### src/rtl/irq_button_conditioner_pkg.sv
// Shared definitions for the IRQ button conditioner and the control unit:
// debounce state encodings, IRQ polarity and a reset-level helper.
package irq_button_conditioner_pkg;

    typedef enum logic [1:0] {
        S_REL   = 2'd0,
        S_PWAIT = 2'd1,
        S_PRS   = 2'd2,
        S_RWAIT = 2'd3
    } deb_state_e;

    // Level driven on irq_req while a request is pending.
    localparam logic IRQ_ASSERT = 1'b1;

    // Pin level seen when the button is released.
    function automatic logic idle_level(input int active_low);
        return (active_low != 0) ? 1'b1 : 1'b0;
    endfunction

endpackage

### src/rtl/irq_button_conditioner_if.sv
// Button/IRQ bundle between the pin side, the conditioner and control.
// master drives the pin and the acknowledge, slave is the conditioner.
interface irq_button_conditioner_if #(
    parameter int CNT_W = 8
);
    logic             btn_in;
    logic             irq_ack;
    logic             irq_req;
    logic             btn_level;
    logic             overrun;
    logic [CNT_W-1:0] irq_count;

    modport master (
        output btn_in,
        output irq_ack,
        input  irq_req,
        input  btn_level,
        input  overrun,
        input  irq_count
    );

    modport slave (
        input  btn_in,
        input  irq_ack,
        output irq_req,
        output btn_level,
        output overrun,
        output irq_count
    );
endinterface

### src/rtl/irq_button_conditioner_sync_chain.sv
// Multi-flop synchroniser for asynchronous single-bit inputs.
// Reset loads every stage with INIT so no spurious edge follows reset.
module sync_chain #(
    parameter int   STAGES = 2,
    parameter logic INIT   = 1'b0
) (
    input  logic CLK,
    input  logic rst,
    input  logic d_i,
    output logic q_o
);

    logic [STAGES-1:0] sync_q;

    // Shift the raw input through the chain.
    always_ff @(posedge CLK or negedge rst) begin
        if (!rst) begin
            sync_q <= {STAGES{INIT}};
        end else begin
            sync_q <= {sync_q[STAGES-2:0], d_i};
        end
    end

    assign q_o = sync_q[STAGES-1];

endmodule

### src/rtl/irq_button_conditioner.sv
// Synchronise, debounce and latch the external IRQ button for control.
// Build option: define IRQ_STATS_EN to build the accepted-press counter.
module irq_button_conditioner
    import irq_button_conditioner_pkg::*;
#(
    parameter int SYNC_STAGES = 2,
    parameter int DEB_CYCLES  = 20,
    parameter int ACTIVE_LOW  = 1,
    parameter int CNT_W       = 8
) (
    input  logic                      CLK,
    input  logic                      rst,
    irq_button_conditioner_if.slave   bus
);

    localparam int DW = (DEB_CYCLES > 1) ? $clog2(DEB_CYCLES) : 1;
    localparam logic [DW-1:0] CNT_LAST = DW'(DEB_CYCLES - 1);
    localparam logic IDLE = idle_level(ACTIVE_LOW);

    deb_state_e    state_q, state_d;
    logic [DW-1:0] cnt_q, cnt_d;
    logic          press_q, press_d;
    logic          req_q, req_d;
    logic          ovr_q, ovr_d;
    logic          sync_s;
    logic          p;

    sync_chain #(
        .STAGES (SYNC_STAGES),
        .INIT   (IDLE)
    ) u_sync (
        .CLK (CLK),
        .rst (rst),
        .d_i (bus.btn_in),
        .q_o (sync_s)
    );

    // Polarity-corrected level: 1 means pressed.
    assign p = (ACTIVE_LOW != 0) ? ~sync_s : sync_s;

    // Debounce state, wait counter and registered press pulse.
    always_ff @(posedge CLK or negedge rst) begin
        if (!rst) begin
            state_q <= S_REL;
            cnt_q   <= '0;
            press_q <= 1'b0;
        end else begin
            state_q <= state_d;
            cnt_q   <= cnt_d;
            press_q <= press_d;
        end
    end

    // Next state: a level change must hold for DEB_CYCLES waits.
    always_comb begin
        state_d = state_q;
        cnt_d   = cnt_q;
        press_d = 1'b0;
        unique case (state_q)
            S_REL: begin
                if (p) begin
                    state_d = S_PWAIT;
                    cnt_d   = '0;
                end
            end
            S_PWAIT: begin
                if (!p) begin
                    state_d = S_REL;
                end else if (cnt_q == CNT_LAST) begin
                    state_d = S_PRS;
                    press_d = 1'b1;
                end else begin
                    cnt_d = cnt_q + 1'b1;
                end
            end
            S_PRS: begin
                if (!p) begin
                    state_d = S_RWAIT;
                    cnt_d   = '0;
                end
            end
            S_RWAIT: begin
                if (p) begin
                    state_d = S_PRS;
                end else if (cnt_q == CNT_LAST) begin
                    state_d = S_REL;
                end else begin
                    cnt_d = cnt_q + 1'b1;
                end
            end
            default: begin
                state_d = S_REL;
                cnt_d   = '0;
            end
        endcase
    end

    // Pending request and sticky overrun flag.
    always_ff @(posedge CLK or negedge rst) begin
        if (!rst) begin
            req_q <= 1'b0;
            ovr_q <= 1'b0;
        end else begin
            req_q <= req_d;
            ovr_q <= ovr_d;
        end
    end

    // A press wins over a same-cycle ack; a press on a held request overruns.
    always_comb begin
        req_d = req_q;
        ovr_d = ovr_q;
        if (press_q) begin
            req_d = 1'b1;
            if (req_q && !bus.irq_ack) begin
                ovr_d = 1'b1;
            end
        end else if (bus.irq_ack && req_q) begin
            req_d = 1'b0;
            ovr_d = 1'b0;
        end
    end

`ifdef IRQ_STATS_EN
    logic [CNT_W-1:0] stat_q;

    // Count accepted presses, wrapping at the counter width.
    always_ff @(posedge CLK or negedge rst) begin
        if (!rst) begin
            stat_q <= '0;
        end else if (press_q) begin
            stat_q <= stat_q + 1'b1;
        end
    end

    assign bus.irq_count = stat_q;
`else
    assign bus.irq_count = '0;
`endif

    assign bus.irq_req   = req_q ? IRQ_ASSERT : ~IRQ_ASSERT;
    assign bus.btn_level = (state_q == S_PRS) || (state_q == S_RWAIT);
    assign bus.overrun   = ovr_q;

endmodule
### src/flat_wrapper.sv
// flat-port wrapper written by rule: the top's interface ports become plain ports
module irq_button_conditioner_flat import irq_button_conditioner_pkg::*;
#(
    parameter int SYNC_STAGES = 2,
    parameter int DEB_CYCLES  = 20,
    parameter int ACTIVE_LOW  = 1,
    parameter int CNT_W       = 8
)
  (CLK, rst, bus_btn_in, bus_irq_ack, bus_irq_req, bus_btn_level, bus_overrun, bus_irq_count);
  irq_button_conditioner_if #(.CNT_W(CNT_W)) bus_i ();
  input  logic CLK;
  input  logic rst;
  input wire logic [$bits(bus_i.btn_in)-1:0] bus_btn_in;
  input wire logic [$bits(bus_i.irq_ack)-1:0] bus_irq_ack;
  output wire logic [$bits(bus_i.irq_req)-1:0] bus_irq_req;
  output wire logic [$bits(bus_i.btn_level)-1:0] bus_btn_level;
  output wire logic [$bits(bus_i.overrun)-1:0] bus_overrun;
  output wire logic [$bits(bus_i.irq_count)-1:0] bus_irq_count;
  assign bus_i.btn_in = bus_btn_in;
  assign bus_i.irq_ack = bus_irq_ack;
  assign bus_irq_req = bus_i.irq_req;
  assign bus_btn_level = bus_i.btn_level;
  assign bus_overrun = bus_i.overrun;
  assign bus_irq_count = bus_i.irq_count;
  irq_button_conditioner #(.SYNC_STAGES(SYNC_STAGES), .DEB_CYCLES(DEB_CYCLES), .ACTIVE_LOW(ACTIVE_LOW), .CNT_W(CNT_W)) u_core (.CLK(CLK), .rst(rst), .bus(bus_i));
endmodule
### config.mk
export PLATFORM = sky130hd
export DESIGN_NAME = irq_button_conditioner_flat
export DESIGN_NICKNAME = d
export VERILOG_FILES = /design/src/rtl/irq_button_conditioner_pkg.sv /design/src/rtl/irq_button_conditioner_if.sv /design/src/rtl/irq_button_conditioner_sync_chain.sv /design/src/rtl/irq_button_conditioner.sv /design/src/flat_wrapper.sv
export SDC_FILE = /design/constraint.sdc
export NUM_CORES = 1
export LEC_CHECK = 0
export CORE_MARGIN = 1.5
export CORE_UTILIZATION = 42
export CTS_BUF_LIST = sky130_fd_sc_hd__clkbuf_4
export CTS_CLUSTER_DIAMETER = 200
export DETAILED_ROUTE_END_ITERATION = 6
export GPL_TIMING_DRIVEN = 0
export PLACE_DENSITY = 0.8
export SLEW_MARGIN = 30
export SYNTH_ARGS = -nofsm -noshare
export SYNTH_HDL_FRONTEND = slang
export SYNTH_SLANG_ARGS = --single-unit
export TNS_END_PERCENT = 10
### constraint.sdc
create_clock -name CLK -period 2.3 [get_ports CLK]
set_input_delay 0.46 -clock CLK [delete_from_list [all_inputs] [get_ports CLK]]
set_output_delay 0.46 -clock CLK [all_outputs]
set_load 0.01 [all_outputs]
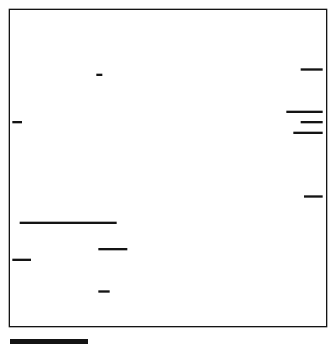
Run 1: signal wires on met3
The bar under the picture is 10 um long.
nets with wire on the layer: 8
main direction: horizontal
share of all routed wire: 3.9%
via count: 403
met3 GRT Util: 3.26%
final wirelength: 886 um

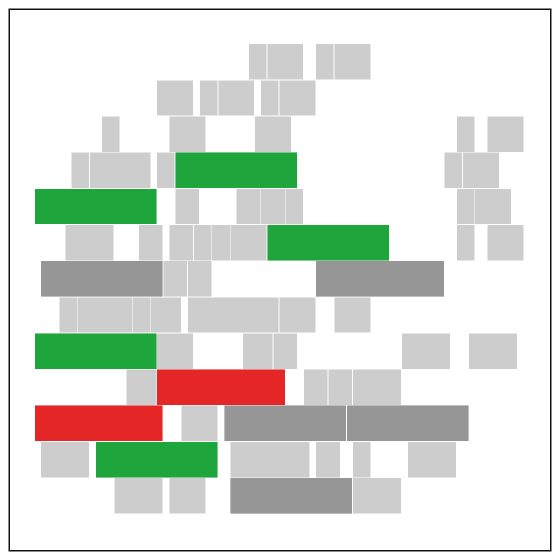
Run 1: sequential cells coloured by netlist name
| netlist name | colour | sequential cells |
|---|---|---|
| u_core.u_sync.sync_q | red | 2 |
| u_core.cnt_q | green | 5 |
not coloured: 5
FF+latch area: 304 um^2
Util after Layout: 55.2%

==> impl_metrics.ini, run 1 <==
; physical design summary
[finish]
buffers_excl_clock = 15
clkCellAreaFrac_pct = 3.61
fin_nets = 78
drive_gt1_share_pct = 22.2
n_antenna_cell = 0
comb_cells = 37
largest_class = sequential cells
seq_share_pct = 41.8
stdcell_count = 87
comb_share_pct = 32.0
nClkBuffers = 3
buf_share_pct = 17.9

[clock_network]
htree_levels = 1
numCtsBuffers = 3
cts.repair.resized = 0
clk_latency_ps = 270
path_clk_slew_ps = 70

[floorplanning]
die.size.y_um = 40.6
fp_util_pct = 45.1
core_mm2 = 0.00132

[power]
p_int_uw = 320
pwr-share-seq_pct = 55.9
p_comb_share_pct = 13.5
p_leak_nw = 0.346
top_power_group = sequential cells
power.density_mw_per_mm2 = 595
switching_power_uw = 113

[setup_path]
worstPathRequired_ps = 1840
worstReg2RegEnd = u_core.cnt_q[0]$_DFFE_PN0P_
crit_path_end = bus_btn_level
r2r_start = u_core.u_sync.sync_q[1]$_DFF_PN1_
crit_arrival_ps = 1750
critPathLaunchType = register
end_kind = output port
ff2ff_path_depth = 3

[timing]
timing.final.ws_setup_ps = 92.9
fin_hold_ws_ps = 358
worst_pin_slew_ps = 502
fmax_ghz = 0.453
finalCriticalPeriod_ps = 2210
post-route-period-util_pct = 96.0

[synth]
ff_type = dfrtp_1
simple_gate_share_pct = 14.5
ys_area_um2 = 594
synth_flops = 12
top_area_cell = dfrtp_1
top_cell = dfrtp_1
yosys.area_share.aoi_pct = 11.2
ys_sh_adder_pct = 2.11
synthTopCellsByArea = dfrtp_1, buf_4, dfstp_2, nand3_1, o21ai_0
synth_seq_share_pct = 50.9
netlist_area_um2 = 594

[global_route]
grt_pass1_wl_um = 1520
grt_max_degree = 13
first_global_vias = 372
antenna_found_initial = 0

[detailed_routing]
ant_nets = 0
top_layer_used = met4
routedWlPerCell_um = 10.2
wl_met3_um = 34
drt_first_pass_iters = 3
vias_per_cell = 4.63

[worst_hold_path]
hold-path-endpoint = u_core.u_sync.sync_q[1]$_DFF_PN1_
hold_path_class = reg -> reg
whs_path_depth = 0

[flow_run]
drv_cap = 0

[status]
outcome = finished clean

[place]
post-place-ws_ps = 340
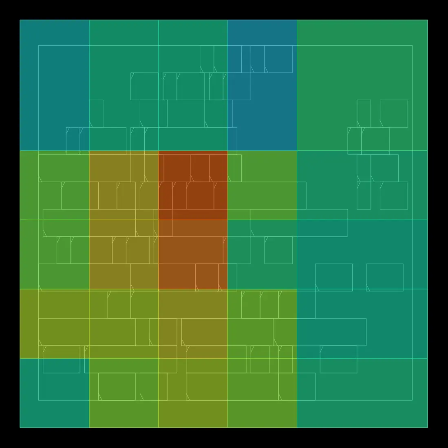
Run 1: routing congestion
GR Util met2: 25.4%
Most Crowded Layer GR: met2
Tot GR Track Use: 15.2%
GR Util met1: 15.1%

[run 1: sequential cells by signal, indices dropped and copies added, names as in the netlist, named ones only]
| signal | count |
|---|---|
| u_core.bus.overrun | 1 |
| u_core.cnt_q | 5 |
| u_core.press_q | 1 |
| u_core.req_q | 1 |
| u_core.state_q | 1 |
| u_core.u_sync.sync_q | 2 |
[run 1: worst max-delay path, stage by stage (launching register included)]
cell and delay, ps:
dfrtp_2 400, dlygate4sd3_1 550, clkdlybuf4s50_1 520
[run 1: placed cells by master (no fill, tap or decap), drive strengths merged, types with 2 or more instances in the layout]
cell type / n
nand2: 3
or4: 2
buf: 8
conb: 8
inv: 4
dfstp: 2
clkdlybuf4s50: 6
o31ai: 2
o21ai: 4
nand3: 6
clkbuf: 3
dfrtp: 10
o21bai: 2
==> run 1 -> run 2 <==
- CAP_MARGIN: default -> 10
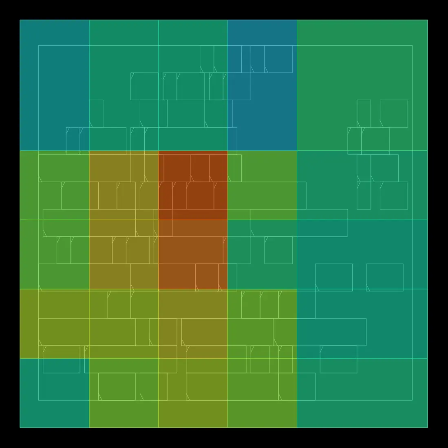
Run 2: routing congestion
routed len/inst: 10.2 um

==> impl_metrics.ini, run 2 <==
; physical design summary
[worst_hold_path]
hp-start = u_core.u_sync.sync_q[0]$_DFF_PN1_
hold_path_class = reg -> reg
hold-path-endpoint = u_core.u_sync.sync_q[1]$_DFF_PN1_

[timing]
post-route-period-util_pct = 96.0
timing.final.ws_setup_ps = 92.9
rsz0062_at_grt = false
fmax_ghz = 0.453
fin_hold_ws_ps = 358
finalCriticalPeriod_ps = 2210

[global_route]
grt_usage_pct = 15.2
antenna_found_initial = 0
grt.met3_usage_pct = 3.26
grt_use_met1_pct = 15.1
grt_max_degree = 13

[finish]
reg_top3 = u_core.cnt_q: 5 flops, u_core.u_sync.sync_q: 2 flops
largest_class = sequential cells
drive_gt1_share_pct = 22.2
comb_share_pct = 32.0
flop_area_um2 = 304
largest_reg_flops = 5
buf_share_pct = 17.9
stdcell_count = 87
top_register = u_core.cnt_q
clkCellAreaFrac_pct = 3.61
lay_top_cells = dfrtp_1, buf_4, conb_1
comb_cells = 37
fin_util_pct = 55.2
n_antenna_cell = 0
nClkBuffers = 3
fill_cells = 124
buffers_excl_clock = 15
fin_nets = 78

[clock_network]
htree_levels = 1
clk_latency_ps = 270
cts.repair.resized = 0
numCtsBuffers = 3
path_clk_slew_ps = 70

[place]
post-place-ws_ps = 340

[power]
pwr-share-seq_pct = 55.9
switching_power_uw = 113
p_leak_nw = 0.346
p_comb_share_pct = 13.5
top_power_group = sequential cells
power.density_mw_per_mm2 = 595
p_int_uw = 320

[status]
outcome = finished clean

[floorplanning]
die.size.y_um = 40.6
fp.dieArea_mm2 = 0.00165
pin_count = 15
core_mm2 = 0.00132
fp_util_pct = 45.1

[synth]
top_cell = dfrtp_1
top_area_cell = dfrtp_1
ff_type = dfrtp_1
synthTopCellsByArea = dfrtp_1, buf_4, dfstp_2, nand3_1, o21ai_0
netlist_area_um2 = 594
ys_area_um2 = 594
synth_seq_share_pct = 50.9
top_area_share_pct = 42.1
synth_flops = 12

[setup_path]
worstPathRequired_ps = 1840
ff2ff_path_depth = 3
crit_arrival_ps = 1750
critPathLaunchType = register
cp_max_fo = 4
worstReg2RegEnd = u_core.cnt_q[0]$_DFFE_PN0P_
crit_path_end = bus_btn_level
r2r_start = u_core.u_sync.sync_q[1]$_DFF_PN1_
end_kind = output port

[detailed_routing]
drt_first_pass_iters = 3
vias_per_cell = 4.63
vias = 403
ant_nets = 0
wirelength_um = 886

[flow_run]
drv_cap = 0
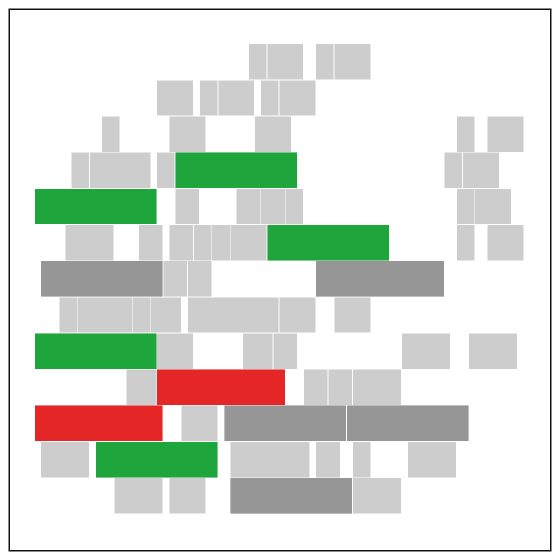
Run 2: sequential cells coloured by netlist name
| netlist name | colour | sequential cells |
|---|---|---|
| u_core.u_sync.sync_q | red | 2 |
| u_core.cnt_q | green | 5 |
Seq power: 242 uW
sequential cell area share: 41.8%

==> run 2: layer usage <==
| layer | vias to the layer above | wire length, um |
|---|---|---|
| met5 | - | 0 |
| met4 | 0 | 40 |
| met3 | 5 | 34 |
| met2 | 10 | 458 |
| met1 | 184 | 352 |
| li1 | 204 | - |
==> run 2: cell families after synthesis <==
| family | Yosys count | synth area share (%) |
|---|---|---|
| simple gates | 16 | 14.5 |
| buf+inv | 13 | 14.3 |
| flops | 12 | 50.9 |
| compound gates | 9 | 11.2 |
| mux | 2 | 3.58 |
| fa+ha+maj | 1 | 2.10 |
| other cells | 1 | 0.631 |
| xor+xnor | 1 | 2.74 |
==> run 2: critical path: stages (launching register included) <==
cell             delay (ps)
dfrtp_2                 400
dlygate4sd3_1           550
clkdlybuf4s50_1         520
Power figures rest on the tool's default switching activity, not on a simulated workload.
